==> run_1/flops_by_reg.png <==
(3 px per micron)
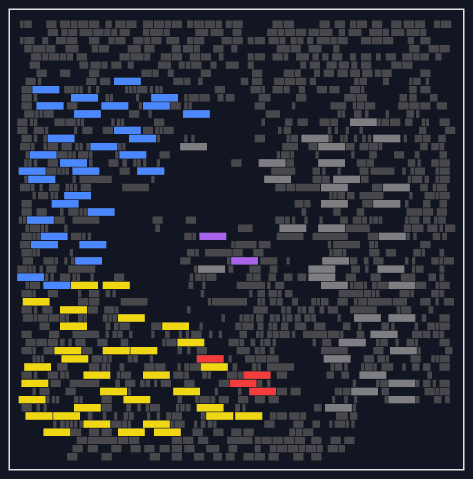
==> run_1/congestion.png <==
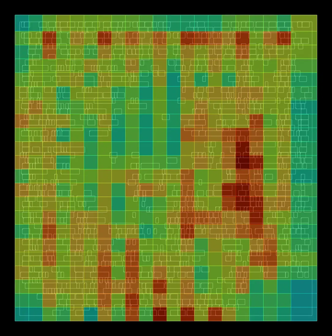
==> run_1/logic_types.png <==
(3 px per micron)
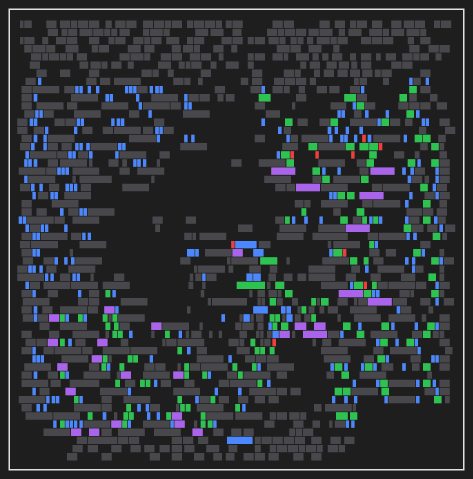
==> config.mk <==
export PLATFORM = sky130hd
export DESIGN_NAME = mem_access
export DESIGN_NICKNAME = d
export VERILOG_FILES = /design/src/rtl/mem_access_pkg.sv /design/src/rtl/mem_load_align.sv /design/src/rtl/mem_access.sv
export SDC_FILE = /design/constraint.sdc
export NUM_CORES = 1
export LEC_CHECK = 0
export ABC_AREA = 0
export CORE_AREA = 2 2 149 151
export CTS_CLUSTER_SIZE = 24
export DETAILED_ROUTE_END_ITERATION = 6
export DIE_AREA = 0 0 151 153
export GPL_TIMING_DRIVEN = 0
export SYNTH_ARGS = -nofsm -noshare
export SYNTH_HDL_FRONTEND = slang
export SYNTH_SLANG_ARGS = --single-unit
==> constraint.sdc <==
create_clock -name clk -period 2.8 [get_ports clk]
set_input_delay 0.56 -clock clk [delete_from_list [all_inputs] [get_ports clk]]
set_output_delay 0.56 -clock clk [all_outputs]
set_load 0.02 [all_outputs]
==> notes.md, run 1 <==
run metrics: Tot Pwr 4930 uW, number of global-route vias before repair 6617, DIE WIDTH between 150 and 200 microns, final setup violation count 0, Min Clock Period, post-route around 2700 ps, power per cell area 466 nW/um^2, slowest stage cell on the critical path clkdlybuf4s50_1, RSZ-0062 raised after global routing no, Core Area ~21000 sq um, Layout Skew between 7 and 8 ps, clk slew on worst S/H paths roughly 80 ps, Yosys reg bits 102, gp weighted congestion ~0.84, Reg2Reg Depth 7, Critical Path Source Type input port, status completed, vias per cell 4.69, CTS max path bufs 2, DP HPWL 19400 microns, CTS tree yes, residual antenna-violating net count after detailed routing 0, maximum vdd drop 339 uV, EDFF count, synth 0, critical path peak fanout 10, grt ovf 0, largest net degree at the start of global routing between 40 and 50, number of distinct library cells after synthesis about 40, register area share after synthesis 43.8%, Chip Area, Yosys around 5800 sq um, top_reg_cell synth dfrtp_1
Back to the opening pictures, flops_by_reg.png:
- yellow: bus_wdata (sequential cells 32)
- red: bus_sel (sequential cells 4; where south)
- blue: bus_addr (sequential cells 30)
- purple: state_q (sequential cells 2)
Seq. cell area: 2550 sq um
Seq power: 1820 uW
Final Util: 49.2%

Back to the opening pictures, congestion.png:
met2 GRT Util: 34.8%
wire length per cell: 18.8 microns
total track usage: 21.9%
GR Util met1: 29.6%

Back to the opening pictures, logic_types.png:
- green: inverting AOI/OAI gates (cells 130)
- red: inverters (cells 9)
- blue: NAND gates (cells 254; where widely spread)
- purple: multiplexers (cells 28)
Top cell excl fill/tap: clkdlybuf4s50_1
logic share of the area: 29.2%

run 1: cells in the mapped netlist, types with 4 or more instances:
| cell | n |
|---|---|
| a22o_1 | 8 |
| buf_2 | 4 |
| nand2_1 | 242 |
| o21ai_0 | 32 |
| and2_1 | 73 |
| nand2b_1 | 4 |
| a221o_1 | 6 |
| clkbuf_1 | 46 |
| mux4_2 | 8 |
| a21boi_0 | 33 |
| nor2_1 | 19 |
| a21oi_1 | 29 |
| mux2i_1 | 18 |
| o221ai_1 | 7 |
| dfrtp_1 | 102 |
| nor2b_1 | 4 |
| a22oi_1 | 24 |
| inv_1 | 9 |
run 1: power by group:
group          internal [uW]  switching [uW]  total, uW
combinational            929             862       1790
clock                    706             616       1320
sequential              1690             125       1820
run 1: cells by family after synthesis:
logic type | synth area share, %
AOI/OAI and AO/OA | 17.0
buffers and inverters | 4.47
DFF | 43.8
muxes | 6.57
other | 0.0644
and+or+nand+nor | 28.1
run 1: per-layer routing:
| metal | GRT usage, % | part of all wire, % | vias to the layer above |
|---|---|---|---|
| met5 | 0 | 0 | - |
| met4 | 5.61 | 1.9 | 0 |
| met3 | 5.91 | 7.7 | 33 |
| met2 | 34.8 | 47 | 266 |
| met1 | 29.6 | 44 | 3062 |
| li1 | - | - | 3156 |
run 1: worst register-to-register path, delay by kind of cell (launching register included):
family,cells,cell delay (ps)
buffers and inverters,2,760
flip-flops,1,540
AND-OR/OR-AND,1,120
AND/OR/NAND/NOR,4,720
run 1: placed cells by master (no fill, tap or decap), drive strengths merged, types with 18 or more instances in the layout:
| master | instances |
|---|---|
| a21boi | 33 |
| a21oi | 29 |
| a22oi | 24 |
| and2 | 73 |
| buf | 53 |
| clkbuf | 53 |
| clkdlybuf4s50 | 313 |
| dfrtp | 102 |
| dlymetal6s2s | 22 |
| mux2i | 18 |
| nand2 | 242 |
| nor2 | 19 |
| o21ai | 33 |
run 1: per-stage QoR:
step / cells / setup WS, ps / area (sq um) / TNS [ps]
3_5_place_dp: 1365 / -1190 / 10000 / -102910
6_report: 1391 / 80.5 / 10600 / 0
3_3_place_gp: 1364 / -4480 / 9980 / -779380
5_1_grt: 1391 / 5.11 / 10600 / 0
4_1_cts: 1387 / -50.0 / 10400 / -90.1
2_1_floorplan: 704 / 88.4 / 5830 / 0
run 1: final cells by class:
| type | instances | area (sq um) |
|---|---|---|
| Inverter | 9 | 33.8 |
| Clock inverter | 7 | 78.8 |
| Buffer | 54 | 314 |
| Sequential cell | 102 | 2550 |
| Tap cell | 280 | 350 |
| Antenna cell | 1 | 2.50 |
| Clock buffer | 9 | 225 |
| Multi-Input combinational cell | 538 | 3090 |
| Timing Repair Buffer | 391 | 3940 |
| Fill cell | 2054 | 10900 |
run 1: repair_timing:
item	in CTS	in global routing
hold buffers	0	0
resized	253	50
gates cloned	4	2
endpoints found under the setup margin	104	87
buffers inserted	3	1
pin swaps	1	2
==> run_1/detail.png <==
Region (56, 87) to (96, 127) microns. Cells in gray, sequential cells in the stronger gray; small squares are vias.
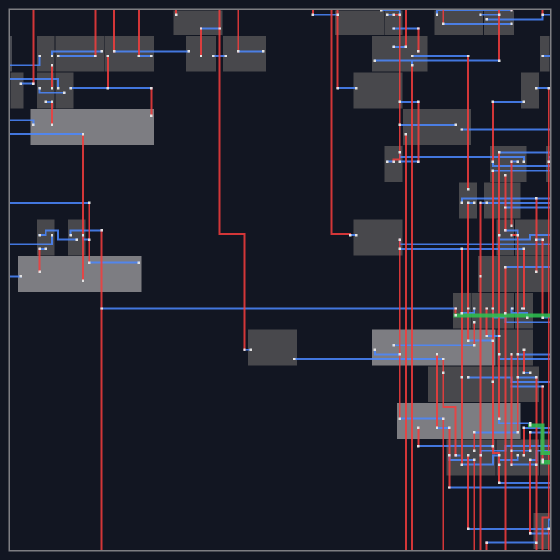

==> run 1 -> run 2 <==
CTS_CLUSTER_SIZE = default   (was 24)
PLACE_DENSITY = 0.75   (was default)
==> run_2/detail.png <==
Region (56, 87) to (96, 127) microns. Cells in gray, sequential cells in the stronger gray; small squares are vias.
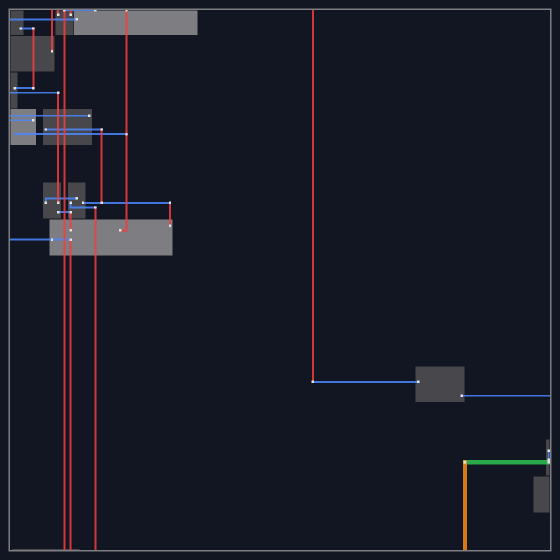
- orange: metal 4
- blue: metal 1
- green: metal 3
- red: metal 2
- cells with their middle in the window: 8
- sequential cells in the window: 2
- most frequent: nand2_1 (3), clkdlybuf4s50_1 (3), dfrtp_1 (2)

==> run 2 against run 1 <==
Die size is the same; non-clock buffer count shrank 3; critical path depth grew 1; setup slack lost 7.5 ps; largest cell class unchanged; largest power group unchanged; highest routed layer unchanged.
==> notes.md, run 2 <==
run metrics: status completed (unchanged), top-count cell post-synth nand2_1 (unchanged), grt ovf 0 (unchanged), DIE WIDTH 151 microns (unchanged), number of distinct library cells after synthesis 40 (unchanged), CTS max path bufs 2 (unchanged), Tot Pwr 4950 uW (was 4930 uW), Final Cell Area 10600 sq um (about the same), vias per cell 4.78 (was 4.69), clk slew on worst S/H paths 70 ps (was 80 ps), Core Area 21500 sq um (unchanged), Top cells excl fill/tap clkdlybuf4s50_1, nand2_1, dfrtp_1 (unchanged), Layout Skew 10.1 ps (was 7.62 ps), Min Clock Period, post-route 2730 ps (was 2720 ps), power per cell area 468 nW/um^2 (was 466 nW/um^2), Critical Path Source Type input port (unchanged), final setup margin 73.0 ps (was 80.5 ps), H-tree levels 3 (unchanged), gp weighted congestion 0.845 (was 0.838), residual antenna-violating net count after detailed routing 0 (unchanged), Top cell excl fill/tap clkdlybuf4s50_1 (unchanged), Yosys reg bits 102 (unchanged), critical path peak fanout 10 (unchanged), Chip Area, Yosys 5820 sq um (unchanged), Post-DP Area 10000 sq um (about the same), final setup violation count 0 (unchanged), top_reg_cell synth dfrtp_1 (unchanged), Setup WS pre-CTS -1200 ps (was -1190 ps), EDFF count, synth 0 (unchanged), layout cells sized above 1 9.49% (was 9.46%), register area share after synthesis 43.8% (unchanged), maximum vdd drop 326 uV (was 339 uV), Synth top cells by count nand2_1, dfrtp_1, and2_1 (unchanged), RSZ-0062 raised after global routing no (unchanged)
==> run_2/congestion.png <==
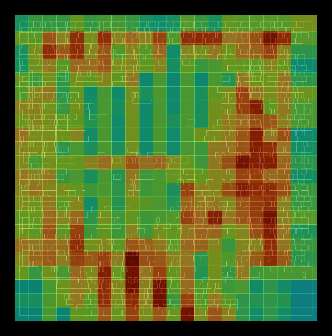
Final Util: 49.3%
busiest grt layer: met2
total track usage: 21.6%
wire length per cell: 18.5 microns
met2 GRT Util: 35.8%

run 2: cells by family after synthesis:
family	share of synthesized area (%)
compound gates	17.0
other cells	0.0644
simple gates	28.1
mux	6.57
flops	43.8
buf+inv	4.47
run 2: area by class of cell:
type | instances | area [sq um]
diodes | 2 | 5.00
clock inverters | 6 | 78.8
repair buffers | 388 | 3940
flip-flops and latches | 102 | 2550
multi-input cells | 538 | 3110
inverters | 9 | 33.8
clock buffers | 10 | 229
plain buffers | 54 | 297
well taps | 280 | 350
fillers | 2053 | 10900
run 2: what timing repair did:
item	4_1_cts	5_1_grt
setup buffers	1	0
endpoints found under the setup margin	93	89
gates cloned	3	3
gates resized	236	57
pin swaps	2	3
hold buffers	0	0
run 2: worst reg2reg max path, delay by kind of cell (launching register included):
family / cells / cell delay, ps
AND/OR/NAND/NOR: 4 / 710
buffers and inverters: 2 / 760
flip-flops: 1 / 540
AND-OR/OR-AND: 1 / 140
run 2: per-layer routing:
layer	GRT usage (%)	part of all wire (%)	vias up
li1	-	-	3151
met5	0	0	-
met1	27.4	42	3156
met4	7.39	2.8	0
met2	35.8	48	286
met3	5.52	7.6	47
run 2: stage by stage:
stage	TNS, ps	cells
final	0	1389
after global routing	0	1388
after CTS	0	1384
after detailed placement	-107880	1365
after global placement	-753660	1364
after floorplan	0	704
run 2: where the power goes:
| part | switching (uW) | internal (uW) |
|---|---|---|
| sequential | 128 | 1690 |
| combinational | 869 | 930 |
| clock | 621 | 713 |
Power is estimated from default activity; no workload was simulated.
